## config.mk

```make
export PLATFORM = sky130hd
export DESIGN_NAME = gcm_in_seq
export DESIGN_NICKNAME = d
export VERILOG_FILES = /design/src/rtl/gcm_pkg.sv /design/src/rtl/word_packer.sv /design/src/rtl/gcm_in_seq.sv
export SDC_FILE = /design/constraint.sdc
export NUM_CORES = 1
export LEC_CHECK = 0
export CAP_MARGIN = 20
export CORE_MARGIN = 2
export CORE_UTILIZATION = 28
export DETAILED_ROUTE_END_ITERATION = 8
export GPL_TIMING_DRIVEN = 0
export SLEW_MARGIN = 40
export SYNTH_ARGS = -nofsm -noshare
export SYNTH_HDL_FRONTEND = slang
export SYNTH_HIERARCHICAL = 1
export SYNTH_SLANG_ARGS = --single-unit
```

## constraint.sdc

```tcl
create_clock -name clk -period 3.95 [get_ports clk]
set_clock_uncertainty 0.1 [all_clocks]
set_input_delay 0.79 -clock clk [delete_from_list [all_inputs] [get_ports clk]]
set_output_delay 0.79 -clock clk [all_outputs]
set_load 0.03 [all_outputs]
```

## src/rtl/gcm_pkg.sv

```systemverilog
// Shared types for the gcm input sequencer: block segment tags, FSM states
// and header field positions (field index times CNT_BITS gives the LSB).
package gcm_pkg;

  typedef enum logic [1:0] {
    SEG_IV   = 2'd0,
    SEG_AAD  = 2'd1,
    SEG_DATA = 2'd2
  } seg_t;

  typedef enum logic [2:0] {
    ST_IDLE,
    ST_IV,
    ST_AAD,
    ST_DATA,
    ST_DRAIN,
    ST_FLUSH
  } seq_state_t;

  localparam int unsigned HDR_P_FIELD = 0;
  localparam int unsigned HDR_A_FIELD = 1;

endpackage

```

## src/rtl/word_packer.sv

```systemverilog
// Word-to-block shift register: first word of a block ends up in the top bits.
// blk_next is the completed block while `last` marks the block's final word.
module word_packer #(
  parameter int unsigned WORD_BITS = 32,
  parameter int unsigned BLK_BITS  = 128
) (
  input  logic                 clk,
  input  logic                 reset,
  input  logic                 clear,
  input  logic                 we,
  input  logic [WORD_BITS-1:0] word,
  output logic                 last,
  output logic [BLK_BITS-1:0]  blk_next
);

  localparam int unsigned WORDS   = BLK_BITS / WORD_BITS;
  localparam int unsigned SR_BITS = BLK_BITS - WORD_BITS;
  localparam int unsigned CW      = (WORDS > 1) ? $clog2(WORDS) : 1;

  logic [SR_BITS-1:0] sr;
  logic [CW-1:0]      cnt;

  assign last     = (cnt == CW'(WORDS - 1));
  assign blk_next = {sr, word};

  always_ff @(posedge clk) begin
    if (reset || clear) begin
      cnt <= '0;
      sr  <= '0;
    end else if (we) begin
      cnt <= last ? '0 : cnt + CW'(1);
      sr  <= SR_BITS'({sr, word});
    end
  end

endmodule

```

## src/rtl/gcm_in_seq.sv

```systemverilog
// Feeds gcm with IV, AAD and payload blocks packed from a 32-bit frame stream.
// Define GCM_IN_SEQ_BYTESWAP_EN to byte-reverse every accepted word (header too).
module gcm_in_seq
  import gcm_pkg::*;
#(
  parameter int unsigned WORD_BITS = 32,
  parameter int unsigned BLK_BITS  = 128,
  parameter int unsigned CNT_BITS  = 16
) (
  input  logic                 clk,
  input  logic                 reset,
  input  logic [WORD_BITS-1:0] s_axis_tdata,
  input  logic                 s_axis_tvalid,
  output logic                 s_axis_tready,
  input  logic                 s_axis_tlast,
  output logic [BLK_BITS-1:0]  gcm_in_blk,
  output logic                 gcm_valid,
  input  logic                 gcm_ready,
  output logic [1:0]           blk_seg,
  output logic                 busy,
  output logic                 done,
  output logic                 frame_err
);

  seq_state_t state, state_nx;
  seg_t       out_seg, cur_seg;

  logic [WORD_BITS-1:0] word;
  logic [CNT_BITS-1:0]  a_cnt, p_cnt, blk_left, hdr_a, hdr_p;
  logic [BLK_BITS-1:0]  pk_blk;
  logic                 pk_last, aborted;
  logic                 word_acc, blk_acc, hdr_acc, in_blk_state;
  logic                 final_blk, blk_done, early, blk_load, missing;

`ifdef GCM_IN_SEQ_BYTESWAP_EN
  always_comb begin
    word = '0;
    for (int unsigned i = 0; i < WORD_BITS / 8; i++)
      word[i*8 +: 8] = s_axis_tdata[WORD_BITS-8-i*8 +: 8];
  end
`else
  assign word = s_axis_tdata;
`endif

  assign hdr_p = word[HDR_P_FIELD*CNT_BITS +: CNT_BITS];
  assign hdr_a = word[HDR_A_FIELD*CNT_BITS +: CNT_BITS];

  assign word_acc     = s_axis_tvalid && s_axis_tready;
  assign blk_acc      = gcm_valid && gcm_ready;
  assign hdr_acc      = word_acc && (state == ST_IDLE);
  assign in_blk_state = state inside {ST_IV, ST_AAD, ST_DATA};

  // Any tlast that is not on the final word of the final block aborts the frame.
  always_comb begin
    final_blk = 1'b0;
    cur_seg   = SEG_IV;
    unique case (state)
      ST_IV:   final_blk = (a_cnt == '0) && (p_cnt == '0);
      ST_AAD: begin
        final_blk = (blk_left == CNT_BITS'(1)) && (p_cnt == '0);
        cur_seg   = SEG_AAD;
      end
      ST_DATA: begin
        final_blk = (blk_left == CNT_BITS'(1));
        cur_seg   = SEG_DATA;
      end
      default: ;
    endcase
    blk_done = word_acc && in_blk_state && pk_last;
    early    = word_acc && in_blk_state && s_axis_tlast && !(pk_last && final_blk);
    blk_load = blk_done && !early;
    missing  = blk_done && final_blk && !s_axis_tlast;
  end

  word_packer #(
    .WORD_BITS(WORD_BITS),
    .BLK_BITS (BLK_BITS)
  ) u_packer (
    .clk     (clk),
    .reset   (reset),
    .clear   (early),
    .we      (word_acc && in_blk_state),
    .word    (word),
    .last    (pk_last),
    .blk_next(pk_blk)
  );

  always_ff @(posedge clk) begin
    if (reset) state <= ST_IDLE;
    else       state <= state_nx;
  end

  always_comb begin
    state_nx = state;
    unique case (state)
      ST_IDLE:  if (hdr_acc) state_nx = s_axis_tlast ? ST_IDLE : ST_IV;
      ST_IV, ST_AAD, ST_DATA: begin
        if (early)
          state_nx = (gcm_valid && !gcm_ready) ? ST_DRAIN : ST_IDLE;
        else if (blk_done) begin
          if (final_blk)             state_nx = s_axis_tlast ? ST_DRAIN : ST_FLUSH;
          else if (state == ST_IV)   state_nx = (a_cnt != '0) ? ST_AAD : ST_DATA;
          else if (state == ST_AAD)  state_nx = (blk_left == CNT_BITS'(1)) ? ST_DATA : ST_AAD;
        end
      end
      ST_DRAIN: if (blk_acc) state_nx = ST_IDLE;
      ST_FLUSH: if (word_acc && s_axis_tlast) state_nx = ST_IDLE;
      default:  state_nx = ST_IDLE;
    endcase
  end

  always_comb begin
    s_axis_tready = 1'b0;
    done          = 1'b0;
    frame_err     = 1'b0;
    busy          = 1'b0;
    if (!reset) begin
      unique case (state)
        ST_IDLE, ST_FLUSH:      s_axis_tready = 1'b1;
        ST_IV, ST_AAD, ST_DATA: s_axis_tready = !(pk_last && gcm_valid && !gcm_ready);
        default:                s_axis_tready = 1'b0;
      endcase
      done      = (state == ST_DRAIN) && blk_acc && !aborted;
      frame_err = (hdr_acc && s_axis_tlast) || early || missing;
      busy      = (state != ST_IDLE) || gcm_valid;
    end
  end

  always_ff @(posedge clk) begin
    if (reset) begin
      a_cnt    <= '0;
      p_cnt    <= '0;
      blk_left <= '0;
      aborted  <= 1'b0;
    end else begin
      if (hdr_acc) begin
        a_cnt   <= hdr_a;
        p_cnt   <= hdr_p;
        aborted <= 1'b0;
      end
      if (early) aborted <= 1'b1;
      if (blk_load && !final_blk) begin
        unique case (state)
          ST_IV:   blk_left <= (a_cnt != '0) ? a_cnt : p_cnt;
          ST_AAD:  blk_left <= (blk_left == CNT_BITS'(1)) ? p_cnt : blk_left - CNT_BITS'(1);
          ST_DATA: blk_left <= blk_left - CNT_BITS'(1);
          default: ;
        endcase
      end
    end
  end

  // A reload in the same cycle as a gcm accept keeps gcm_valid high (no bubble).
  always_ff @(posedge clk) begin
    if (reset) begin
      gcm_valid  <= 1'b0;
      gcm_in_blk <= '0;
      out_seg    <= SEG_IV;
    end else if (blk_load) begin
      gcm_valid  <= 1'b1;
      gcm_in_blk <= pk_blk;
      out_seg    <= cur_seg;
    end else if (gcm_ready) begin
      gcm_valid  <= 1'b0;
    end
  end

  assign blk_seg = out_seg;

endmodule

```

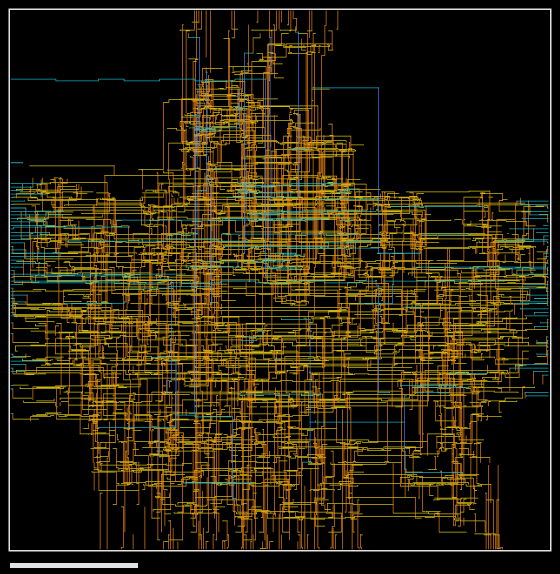
Run 1: signal wires by layer
Bar = 50 um.
| layer | color | wire length |
|---|---|---|
| met2 | orange | 16100 um |
| met4 | blue | 922 um |
| met1 | yellow | 17800 um |
| met3 | cyan | 2430 um |

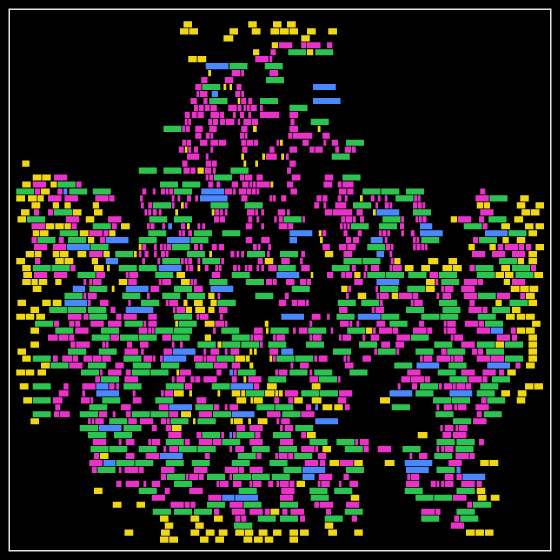
Run 1: placed cells, one color a class
| class | color | cells |
|---|---|---|
| clock drivers and dummy loads | blue | 58 |
| flip-flops | green | 281 |
| all other logic | magenta | 755 |
| other buffers and delay cells | yellow | 277 |

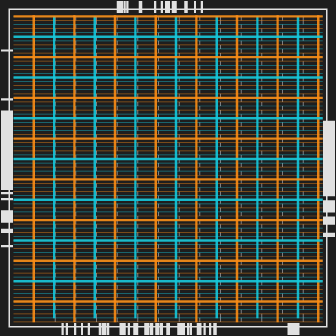
Run 1: PDN straps and rails
Pins as bars on the die edge. Tap cells in gray.
| net | color |
|---|---|
| VDD | cyan |
| VSS | orange |
rows: 75
met5 straps: 15
tap cells: 539
met1 rails: 76
met4 straps: 15

==> out/results.ini, run 1 <==
[placed_design]
dp_hpwl_um = 27500
numPortBuffers = 170
dp_cells = 1855
place_area_um2 = 14400
routabilityCongestion = 0.920

[logic_synthesis]
syn_inst = 1146
yosys_most_used_dff = dfxtp_1
synth_flops = 281
synth_cell_types = 60
syn-num-nets = 1186
top_area_share_pct = 46.9
async_flop_share_pct = 0
area_leaders = dfxtp_1 47%, mux2_4 13%, mux2i_1 9.3%
syn_area_um2 = 12000
synth.avg_cell_area_um2 = 10.5
ys_seq_share_pct = 46.9
ys_cells = 1146
edf_count = 0
ys_area_um2 = 12000
synth_top_cell_by_area = dfxtp_1
yosysWarnings = 6

[flow_run]
warnings = 27
cap_violations = 0

[pwr]
finalPower_mw = 7.14
irDropWorstVdd_uv = 226
p_per_area_nw_per_um2 = 458
p_leak_nw = 6.05

[clock_network]
clk_pin_slew_ns = 0.06
clk_latency_ns = 0.51
htree_num_levels = 2
cts_max_path_buffers = 3
cts-root-buf = clkbuf_16
cts_setup_buffers = 0
cts_tree = done
cts_inserted_buffers = 34
cts_sinks = 281

[route]
wl_per_cell_um = 19.5
drc = 0
via_count = 8895
wl_um = 37200
drt_iter0_drc = 520
drt_pass1_iterations = 7
via_per_inst = 4.65
detail-route-antenna-nets = 0

[sta]
rsz0062_at_grt = no
slew_violations = 0
max_freq_mhz = 270
period_used_pct = 93.9
min_period_ns = 3.71
max_slew.worst_pin.slew_ns = 0.831
hold_viol = 0
setup_violations = 0
slew_headroom_pct = 44.6

[setup_path]
worstReg2RegEnd = gcm_in_blk[122]
cp_data_required_time_ns = 3.06
arrival_ns = 2.82
reg2reg_slack_ns = 0.84
reg2reg_from = a_cnt[7]
cpMaxStageDelayCell = o31ai_1
critical-path-top-delay-family = AND-OR/OR-AND gates
cp-start-kind = register
r2r_cells = 7
cp_cell_sequence = nor4_1 -> nand4_1 -> o31ai_1 -> a21oi_1 -> o221ai_1 -> o21ai_2 -> clkdlybuf4s15_2
slowest_delay_ns = 0.52
timing_worst_setup_path_type = reg2out
cp.depth = 7
worstPathBufferInverterCount = 1
setup.worst_path.end_class = output port
path_max_fanout = 4

[worst_hold_path]
hold_path_startpoint = gcm_in_blk[62]
hold_end = gcm_in_blk[62]
min_path_type = reg2reg
hold_depth = 2

[cells_and_area]
layout-drive-gt1-share_pct = 18.4
final_area_um2 = 15600
final_util_pct = 37.0
nets = 1389
layout.cells.non_filler = 1912
synthToLayoutAreaGrowth_pct = 30.0

[floorplanning]
fp-utilization_pct = 28.5
die_width_um = 211
dieArea_um2 = 44500
core-area_um2 = 42100
ios = 172
die_h_um = 211
fp-row-count = 75

[grt]
grt_max_degree = 29
grt_pass1_wl_um = 56400
grt_pass1_vias = 8962
gr-total-overflow = 0
track_usage_pct = 16.7
antenna_found_initial = 1

[outcome]
status = finished clean

==> run 1: worst max path at each step <==
stage,start,end,slack [ns]
2_1_floorplan,s_axis_tvalid,frame_err,0.53
3_3_place_gp,reset,busy,-1.28
3_5_place_dp,reset,busy,-1.31
4_1_cts,s_axis_tvalid,frame_err,0.05
5_1_grt,blk_left[1],frame_err,0.06
6_report,a_cnt[7],frame_err,0.24
==> run 1: layout make-up <==
class | count | area (um^2)
Tap cell | 539 | 674
Fill cell | 4142 | 26500
Inverter | 6 | 23.8
Timing Repair Buffer | 170 | 1700
Clock inverter | 11 | 165
Sequential cell | 281 | 5630
Multi-Input combinational cell | 749 | 5680
Antenna cell | 2 | 5.00
Buffer | 107 | 697
Clock buffer | 47 | 1020
==> run 1: kinds of logic after synthesis <==
logic type	Yosys count	synth area share, %
buf+inv	116	6.00
simple gates	392	16.0
xor+xnor	5	0.365
compound gates	121	6.85
fa+ha+maj	3	0.313
mux	228	23.6
flops	281	46.9
==> run 1: layout by cell type, fill, tap and decap left out, drive strengths merged, types with 6 or more instances in the layout <==
master and instances:
inv 6, mux2 116, nand2 107, a21oi 54, nor4 12, nor2 116, mux2i 112, clkdlybuf4s50 168
nor2b 120, clkinv 6, a222oi 7, a211oi 9, nand4 7, nor3 6, dfxtp 281, o21ai 9
clkbuf 90, buf 64
==> run 1: worst min-delay path, stage by stage (launching register included) <==
cell,delay (ns)
dfxtp_1,0.31
nand2_1,0.06
mux2i_1,0.05
==> run 1: sequential cells by signal, summed over array words and instances (netlist names) <==
name	count
a_cnt	16
aborted	1
blk_left	16
blk_seg	2
gcm_in_blk	128
gcm_valid	1
p_cnt	16
state	3
u_packer/cnt	2
u_packer/sr	96
==> run 1: cells in the mapped netlist (9+ instances only) <==
master and count:
buf_6 19, clkbuf_1 45, mux2i_1 112, dfxtp_1 281
nor2b_1 120, mux2_2 9, buf_4 35, nor2_1 116
a21oi_1 53, nand2_1 107, nor4_1 10, o21ai_0 9
a211oi_1 9, mux2_4 107
==> run 1: per-stage QoR <==
step | hold slack [ns] | setup slack [ns] | TNS [ns]
final | 0.364 | 0.242 | 0
after global routing | 0.386 | 0.0611 | 0
after CTS | 0.366 | 0.0469 | 0
after detailed placement | 0.356 | -1.31 | -3.38
after global placement | 0.344 | -1.28 | -3.18
after floorplan | 0.337 | 0.530 | 0
==> run 1: report_power, final <==
| group | total [mW] | leakage [nW] | internal, mW | switching (mW) |
|---|---|---|---|---|
| clock | 3.29 | 0.587 | 2.06 | 1.23 |
| sequential | 2.99 | 2.27 | 2.91 | 0.0818 |
| combinational | 0.863 | 3.20 | 0.328 | 0.535 |
==> run 1: metal layers <==
layer | track usage [%] | vias to the layer above | part of all wire (%)
met3 | 3.26 | 45 | 6.5
met5 | 0 | - | 0
met2 | 25.2 | 287 | 43
li1 | - | 4309 | -
met4 | 5.20 | 0 | 2.5
met1 | 24.0 | 4254 | 48
==> run 1: timing repair <==
| action | 4_1_cts | 5_1_grt |
|---|---|---|
| endpoints found under the setup margin | 4 | 1 |
| hold buffers | 0 | 0 |
| endpoints found under the hold margin | 0 | 0 |
| gates resized | 16 | 4 |
==> run 2: changes to the inputs <==
--- a/config.mk
+++ b/config.mk
@@ -10,6 +10,7 @@
 export CORE_UTILIZATION = 28
 export DETAILED_ROUTE_END_ITERATION = 8
 export GPL_TIMING_DRIVEN = 0
+export SKIP_LAST_GASP = 1
 export SLEW_MARGIN = 40
 export SYNTH_ARGS = -nofsm -noshare
 export SYNTH_HDL_FRONTEND = slang
==> constraint.sdc (replaced) <==
create_clock -name clk -period 3.9 [get_ports clk]
set_clock_uncertainty 0.1 [all_clocks]
set_input_delay 0.78 -clock clk [delete_from_list [all_inputs] [get_ports clk]]
set_output_delay 0.78 -clock clk [all_outputs]
set_load 0.03 [all_outputs]
==> run 2 against run 1 <==
Critical path depth unchanged. Highest routed layer unchanged. Clock-buffer cell count unchanged. Sequential power up 1%. Critical path type unchanged. Largest power group unchanged. Setup slack worse by 0.040 ns.
==> out/results.ini, run 2 <==
[outcome]
status = finished clean

[sta]
rsz0062_at_grt = no
slew_violations = 0  ; unchanged
setup_violations = 0  ; unchanged
slew_headroom_pct = 44.6  ; unchanged
hold_viol = 0  ; unchanged
max_freq_mhz = 270
period_used_pct = 94.8
timing.hold.ws_ns = 0.364  ; unchanged
max_slew.worst_pin.slew_ns = 0.831  ; unchanged
min_period_ns = 3.70

[route]
via_per_inst = 4.65  ; unchanged
detail-route-antenna-nets = 0  ; unchanged
wl_per_cell_um = 19.5  ; unchanged
drt_iter0_drc = 520  ; unchanged
drc = 0  ; unchanged
drt_pass1_iterations = 7  ; unchanged
via_count = 8895  ; unchanged
wl_um = 37200  ; unchanged

[setup_path]
cpMaxStageDelayCell = o31ai_1
critical-path-top-delay-family = AND-OR/OR-AND gates
worstSetupStartpoint = a_cnt[7]
cp-start-kind = register
setup.worst_path.end_class = output port
cp_cell_sequence = nor4_1 -> nand4_1 -> o31ai_1 -> a21oi_1 -> o221ai_1 -> o21ai_2 -> clkdlybuf4s15_2
slowest_delay_ns = 0.52  ; about the same
timing_worst_setup_path_type = reg2out
arrival_ns = 2.82  ; about the same
path_max_fanout = 4  ; unchanged
worstPathBufferInverterCount = 1  ; unchanged
cp_data_required_time_ns = 3.02  ; -0.04 ns
reg2reg_from = a_cnt[7]

[placed_design]
dp_hpwl_um = 27500  ; unchanged
dp_cells = 1855  ; unchanged
routabilityCongestion = 0.920  ; unchanged
numPortBuffers = 170  ; unchanged

[grt]
antenna_found_initial = 1  ; unchanged
grt_pass1_vias = 8962  ; unchanged
gr-total-overflow = 0  ; unchanged
track_usage_pct = 16.7  ; unchanged
grt_pass1_wl_um = 56400  ; unchanged
grt_max_degree = 29  ; unchanged

[logic_synthesis]
async_flop_share_pct = 0  ; unchanged
top_cell = dfxtp_1
area_leaders = dfxtp_1 47%, mux2_4 13%, mux2i_1 9.3%
syn_inst = 1146  ; unchanged
syn-num-nets = 1186  ; unchanged
edf_count = 0  ; unchanged
synth.avg_cell_area_um2 = 10.5  ; unchanged
yosysWarnings = 6  ; unchanged
ys_cells = 1146  ; unchanged
synth_cell_types = 60  ; unchanged
ys_seq_share_pct = 46.9  ; unchanged
ys_area_um2 = 12000  ; unchanged
synth_top_cell_by_area = dfxtp_1
syn_area_um2 = 12000  ; unchanged
yosys_most_used_dff = dfxtp_1
synth_flops = 281  ; unchanged
netlist_top_cells_count = 281 x dfxtp_1, 120 x nor2b_1, 116 x nor2_1
top_area_share_pct = 46.9  ; unchanged

[floorplanning]
fp-utilization_pct = 28.5  ; unchanged
die_width_um = 211  ; unchanged
ios = 172  ; unchanged
core-area_um2 = 42100  ; unchanged
dieArea_um2 = 44500  ; unchanged
die_h_um = 211  ; unchanged
fp-row-count = 75  ; unchanged

[cells_and_area]
layout.cells.non_filler = 1912  ; unchanged
layout-drive-gt1-share_pct = 18.4  ; unchanged
top_regs = gcm_in_blk x128, u_packer/sr x96
nets = 1389  ; unchanged
seqCellArea_um2 = 5630  ; unchanged
most-common-layout-cells = 281 x dfxtp_1, 168 x clkdlybuf4s50_1, 119 x nor2b_1
lay_top_count = dfxtp_1
largest_register_ffs = 128  ; unchanged
synthToLayoutAreaGrowth_pct = 30.0  ; unchanged
top_register = gcm_in_blk
n_fill_cell = 4142  ; unchanged
comb_area_um2 = 5680  ; unchanged

[clock_network]
cts_max_path_buffers = 3  ; unchanged
cts-root-buf = clkbuf_16
cts_sinks = 281  ; unchanged
htree_num_levels = 2  ; unchanged
clk_pin_slew_ns = 0.06  ; about the same
clk_latency_ns = 0.51  ; about the same
cts_inserted_buffers = 34  ; unchanged
cts_setup_buffers = 0  ; unchanged
cts_tree = done

[pwr]
p_leak_nw = 6.05  ; unchanged
irDropWorstVdd_uv = 229  ; +1.3%
p_per_area_nw_per_um2 = 464  ; +1.3%

[worst_hold_path]
min_path_type = reg2reg
hold_path_startpoint = gcm_in_blk[62]

[flow_run]
warnings = 27  ; unchanged
cap_violations = 0  ; unchanged

==> run 2: cell counts after synthesis <==
Identical to the previous run, type by type.
==> run 2: stage by stage <==
step / instance area (um^2) / TNS, ns / util, % / power [mW] / worst slack [ns]
floorplan: 12000 / 0 / - / 3.65 / 0.500
global placement: 14400 / -3.47 / 34.1 / 3.95 / -1.31
detailed placement: 14400 / -3.99 / 34.1 / 3.95 / -1.34
CTS: 15600 / 0 / 37.0 / 7.30 / 0.0169
global route: 15600 / 0 / 37.0 / 7.51 / 0.0211
finish: 15600 / 0 / 37.0 / 7.23 / 0.202
==> run 2: final timing paths <==
check / depth (start not counted) / slack (ns) / end
worst max-delay path: 7 / 0.20 / frame_err
worst min-delay path: 2 / 0.36 / gcm_in_blk[62]
worst max register to register: 7 / 0.79 / gcm_in_blk[122]
worst min register to register: 2 / 0.36 / gcm_in_blk[62]
==> run 2: final cells by class <==
cell class | count | share of cell area, %
Buffer | 107 | 4.47
Sequential cell | 281 | 36.1
Clock buffer | 47 | 6.55
Tap cell | 539 | 4.32
Timing Repair Buffer | 170 | 10.9
Antenna cell | 2 | 0.0321
Clock inverter | 11 | 1.06
Inverter | 6 | 0.152
Multi-Input combinational cell | 749 | 36.4
==> run 2: power breakdown <==
part	internal (mW)	switching, mW
clock	2.09	1.24
sequential	2.94	0.0828
combinational	0.332	0.542
total	5.37	1.87
==> run 2: cells by family after synthesis <==
group                      share of synthesized area, %
and+or+nand+nor                                    16.0
buffers and inverters                              6.00
muxes                                              23.6
xor gates and xnor gates                          0.365
adders and majority gates                         0.313
AOI/OAI and AO/OA                                  6.85
DFF                                                46.9
==> run 2: timing repair <==
action | CTS | global route
setup endpoints to repair | 4 | 1
resized | 16 | 4
hold buffers | 0 | 0
==> run 2: tightest hold or removal path: stages, from the launching register on <==
cell	delay, ns
dfxtp_1	0.31
nand2_1	0.06
mux2i_1	0.05
==> run 2: metal layers <==
metal	routed length, um	up-vias	global-route usage (%)
li1	-	4309	-
met1	17800	4254	24.0
met2	16100	287	25.2
met3	2430	45	3.26
met4	922	0	5.20
met5	0	-	0
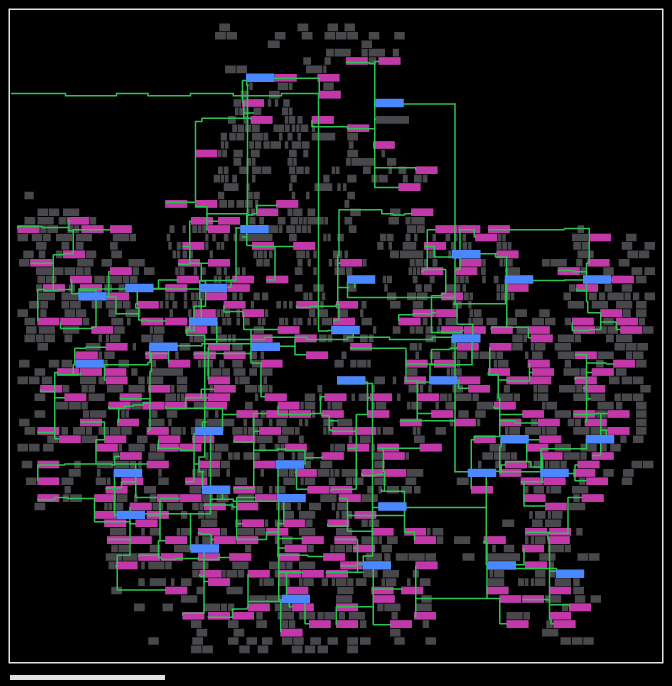
Run 2: clock network drawn from the DEF
Bar = 50 um.
[clock wires] green | length: 3920 um
[cells driving clock nets] blue | count: 34
[flip-flops] magenta | count: 281
routed clock nets: 35

==> run 3: changes to the inputs <==
--- a/config.mk
+++ b/config.mk
@@ -5,7 +5,6 @@
 export SDC_FILE = /design/constraint.sdc
 export NUM_CORES = 1
 export LEC_CHECK = 0
-export CAP_MARGIN = 20
 export CORE_MARGIN = 2
 export CORE_UTILIZATION = 28
 export DETAILED_ROUTE_END_ITERATION = 8
==> run 3 against run 2 <==
Setup slack unchanged. Wire length unchanged. Combinational power about the same. Clock-buffer cell count unchanged. Flip-flop count unchanged. Via count unchanged. Register-to-register slack about the same. First-iteration DRC count unchanged. Sequential share of layout area unchanged. Utilization unchanged. Design area unchanged. Die area unchanged.
==> out/results.ini, run 3 <==
[outcome]
status = finished clean

[route]
wl_um = 37200  ; unchanged
drt_pass1_iterations = 7  ; unchanged
met2_length_um = 16100  ; unchanged
drc = 0  ; unchanged
detail-route-antenna-nets = 0  ; unchanged
highest_layer = met4
via_per_inst = 4.65  ; unchanged
via_count = 8895  ; unchanged
drt_iter0_drc = 520  ; unchanged
wl_per_cell_um = 19.5  ; unchanged
routed-wl-met3_um = 2430  ; unchanged

[sta]
min_period_ns = 3.70  ; unchanged
setup_violations = 0  ; unchanged
slew_headroom_pct = 44.6  ; unchanged
period_used_pct = 94.8  ; unchanged
setup_ws_ns = 0.202  ; unchanged
max_freq_mhz = 270  ; unchanged
rsz0062_at_grt = no
hold_viol = 0  ; unchanged
slew_violations = 0  ; unchanged
timing.hold.ws_ns = 0.364  ; unchanged

[clock_network]
htree_num_levels = 2  ; unchanged
cts-root-buf = clkbuf_16
cts_max_path_buffers = 3  ; unchanged
clk_pin_slew_ns = 0.06  ; about the same
cts_sinks = 281  ; unchanged
clk_latency_ns = 0.51  ; about the same
cts_inserted_buffers = 34  ; unchanged
cts_tree = done

[placed_design]
dp_hpwl_um = 27500  ; unchanged
routabilityCongestion = 0.920  ; unchanged
place_area_um2 = 14400  ; unchanged
post-place-ws_ns = -1.34  ; unchanged
numPortBuffers = 170  ; unchanged
dp_cells = 1855  ; unchanged

[floorplanning]
die_width_um = 211  ; unchanged
die_h_um = 211  ; unchanged
fp-row-count = 75  ; unchanged
fp-utilization_pct = 28.5  ; unchanged
ios = 172  ; unchanged
dieArea_um2 = 44500  ; unchanged

[pwr]
clkPwrFrac_pct = 46.1  ; about the same
seqPwrFrac_pct = 41.9  ; about the same
irDropWorstVdd_uv = 229  ; unchanged
p_int_mw = 5.37  ; unchanged
p_sw_mw = 1.87  ; unchanged
p_per_area_nw_per_um2 = 464  ; unchanged
p_sw_share_pct = 25.8  ; unchanged
power_frac_comb_pct = 12.1  ; about the same
p_leak_nw = 6.05  ; unchanged

[logic_synthesis]
ys_seq_share_pct = 46.9  ; unchanged
synth_top_cell_by_area = dfxtp_1
area_leaders = dfxtp_1 47%, mux2_4 13%, mux2i_1 9.3%
top_cell = dfxtp_1
netlist_top_cells_count = 281 x dfxtp_1, 120 x nor2b_1, 116 x nor2_1
syn_inst = 1146  ; unchanged
synth_cell_types = 60  ; unchanged
syn-num-nets = 1186  ; unchanged
ys_cells = 1146  ; unchanged
async_flop_share_pct = 0  ; unchanged
syn_area_um2 = 12000  ; unchanged
yosysWarnings = 6  ; unchanged
yosys_most_used_dff = dfxtp_1
synth_flops = 281  ; unchanged
top_area_share_pct = 46.9  ; unchanged
ys_area_um2 = 12000  ; unchanged
edf_count = 0  ; unchanged

[setup_path]
worstPathBufferInverterCount = 1  ; unchanged
path_max_fanout = 4  ; unchanged
cp_cell_sequence = nor4_1 -> nand4_1 -> o31ai_1 -> a21oi_1 -> o221ai_1 -> o21ai_2 -> clkdlybuf4s15_2
slowest_delay_ns = 0.52  ; about the same
cp_data_required_time_ns = 3.02  ; about the same
cpMaxStageDelayCell = o31ai_1
critical-path-top-delay-family = AND-OR/OR-AND gates
cp-start-kind = register
timing_worst_setup_path_type = reg2out
arrival_ns = 2.82  ; about the same
setup.worst_path.end_class = output port

[flow_run]
warnings = 27  ; unchanged
cap_violations = 0  ; unchanged

[cells_and_area]
nets = 1389  ; unchanged
synthToLayoutAreaGrowth_pct = 30.0  ; unchanged
most-common-layout-cells = 281 x dfxtp_1, 168 x clkdlybuf4s50_1, 119 x nor2b_1
top_register = gcm_in_blk
largest_register_ffs = 128  ; unchanged
final_area_um2 = 15600  ; unchanged
top_regs = gcm_in_blk x128, u_packer/sr x96
layout-drive-gt1-share_pct = 18.4  ; unchanged
layout.cells.non_filler = 1912  ; unchanged

[grt]
grt_pass1_vias = 8962  ; unchanged
grt_max_degree = 29  ; unchanged
gr-total-overflow = 0  ; unchanged
grt_pass1_wl_um = 56400  ; unchanged
antenna_found_initial = 1  ; unchanged

[worst_hold_path]
min_path_type = reg2reg

## run 3: cell counts in the layout (fill, tap and decap cells not counted)
No cell type changed its count.
## run 3: power by group through the flow
stage	combinational, mW	clock [mW]	sequential [mW]
global route	0.956	3.52	3.03
global placement	0.866	0	3.09
floorplan	0.601	0	3.05
CTS	0.870	3.41	3.03
finish	0.874	3.33	3.03
detailed placement	0.866	0	3.09
## run 3: cell type report
| class | count | area (um^2) |
|---|---|---|
| antenna | 2 | 5.00 |
| timing repair buffer | 170 | 1700 |
| clock buffer | 47 | 1020 |
| clock inverter | 11 | 165 |
| fill | 4142 | 26500 |
| multi-input combinational | 749 | 5680 |
| inverter | 6 | 23.8 |
| sequential | 281 | 5630 |
| tap | 539 | 674 |
| buffer | 107 | 697 |
## run 3: what timing repair did
| item | CTS | global route |
|---|---|---|
| hold buffers | 0 | 0 |
| resized | 16 | 4 |
| buffers inserted | 0 | 0 |
| setup endpoints to repair | 4 | 1 |
## run 3: cells by family after synthesis
logic type,synth area share [%]
compound gates,6.85
xor+xnor,0.365
fa+ha+maj,0.313
buf+inv,6.00
flops,46.9
mux,23.6
simple gates,16.0
## run 3: tightest hold or removal path, stage by stage, from the launching register on
cell and delay [ns]:
dfxtp_1 0.31, nand2_1 0.06, mux2i_1 0.05
## run 3: per-layer routing
metal  global-route usage [%]  vias up
met4                     5.20        0
met3                     3.26       45
met2                     25.2      287
met5                        0        -
met1                     24.0     4254
li1                         -     4309
## run 3: path summary, 6_finish.rpt
check / from / end / slack [ns] / cells after the start
hold reg to reg: gcm_in_blk[62] / gcm_in_blk[62] / 0.36 / 2
hold / removal: gcm_in_blk[62] / gcm_in_blk[62] / 0.36 / 2
setup reg to reg: a_cnt[7] / gcm_in_blk[122] / 0.79 / 7
setup / recovery: a_cnt[7] / frame_err / 0.20 / 7
## run 3: through the flow
stage	power, mW	utilization, %	setup TNS, ns
after floorplan	3.65	-	0
after CTS	7.30	37.0	0
final	7.23	37.0	0
after global placement	3.95	34.1	-3.47
after detailed placement	3.95	34.1	-3.99
after global routing	7.51	37.0	0
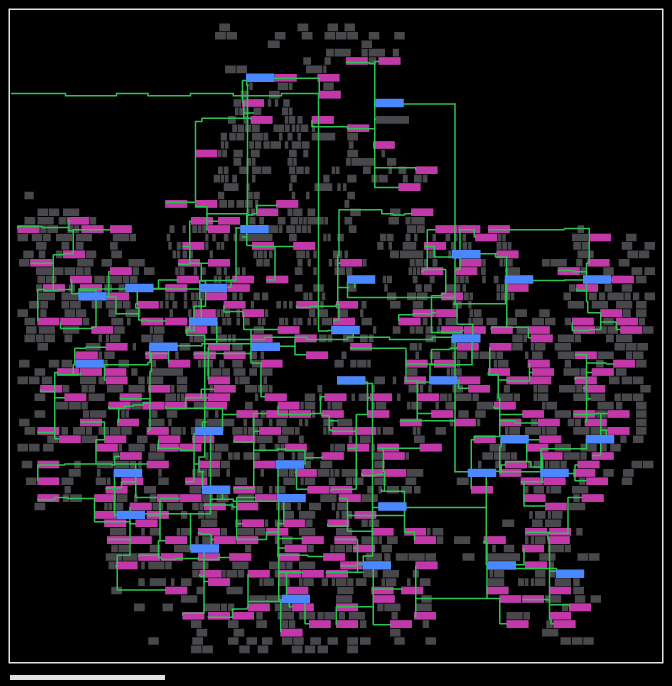
Run 3: clock network drawn from the DEF
Bar = 50 um.
[flip-flops] magenta | count: 281
[cells driving clock nets] blue | count: 34
[clock wires] green | length: 3920 um
routed clock nets: 35

Power is estimated from default activity; no workload was simulated.
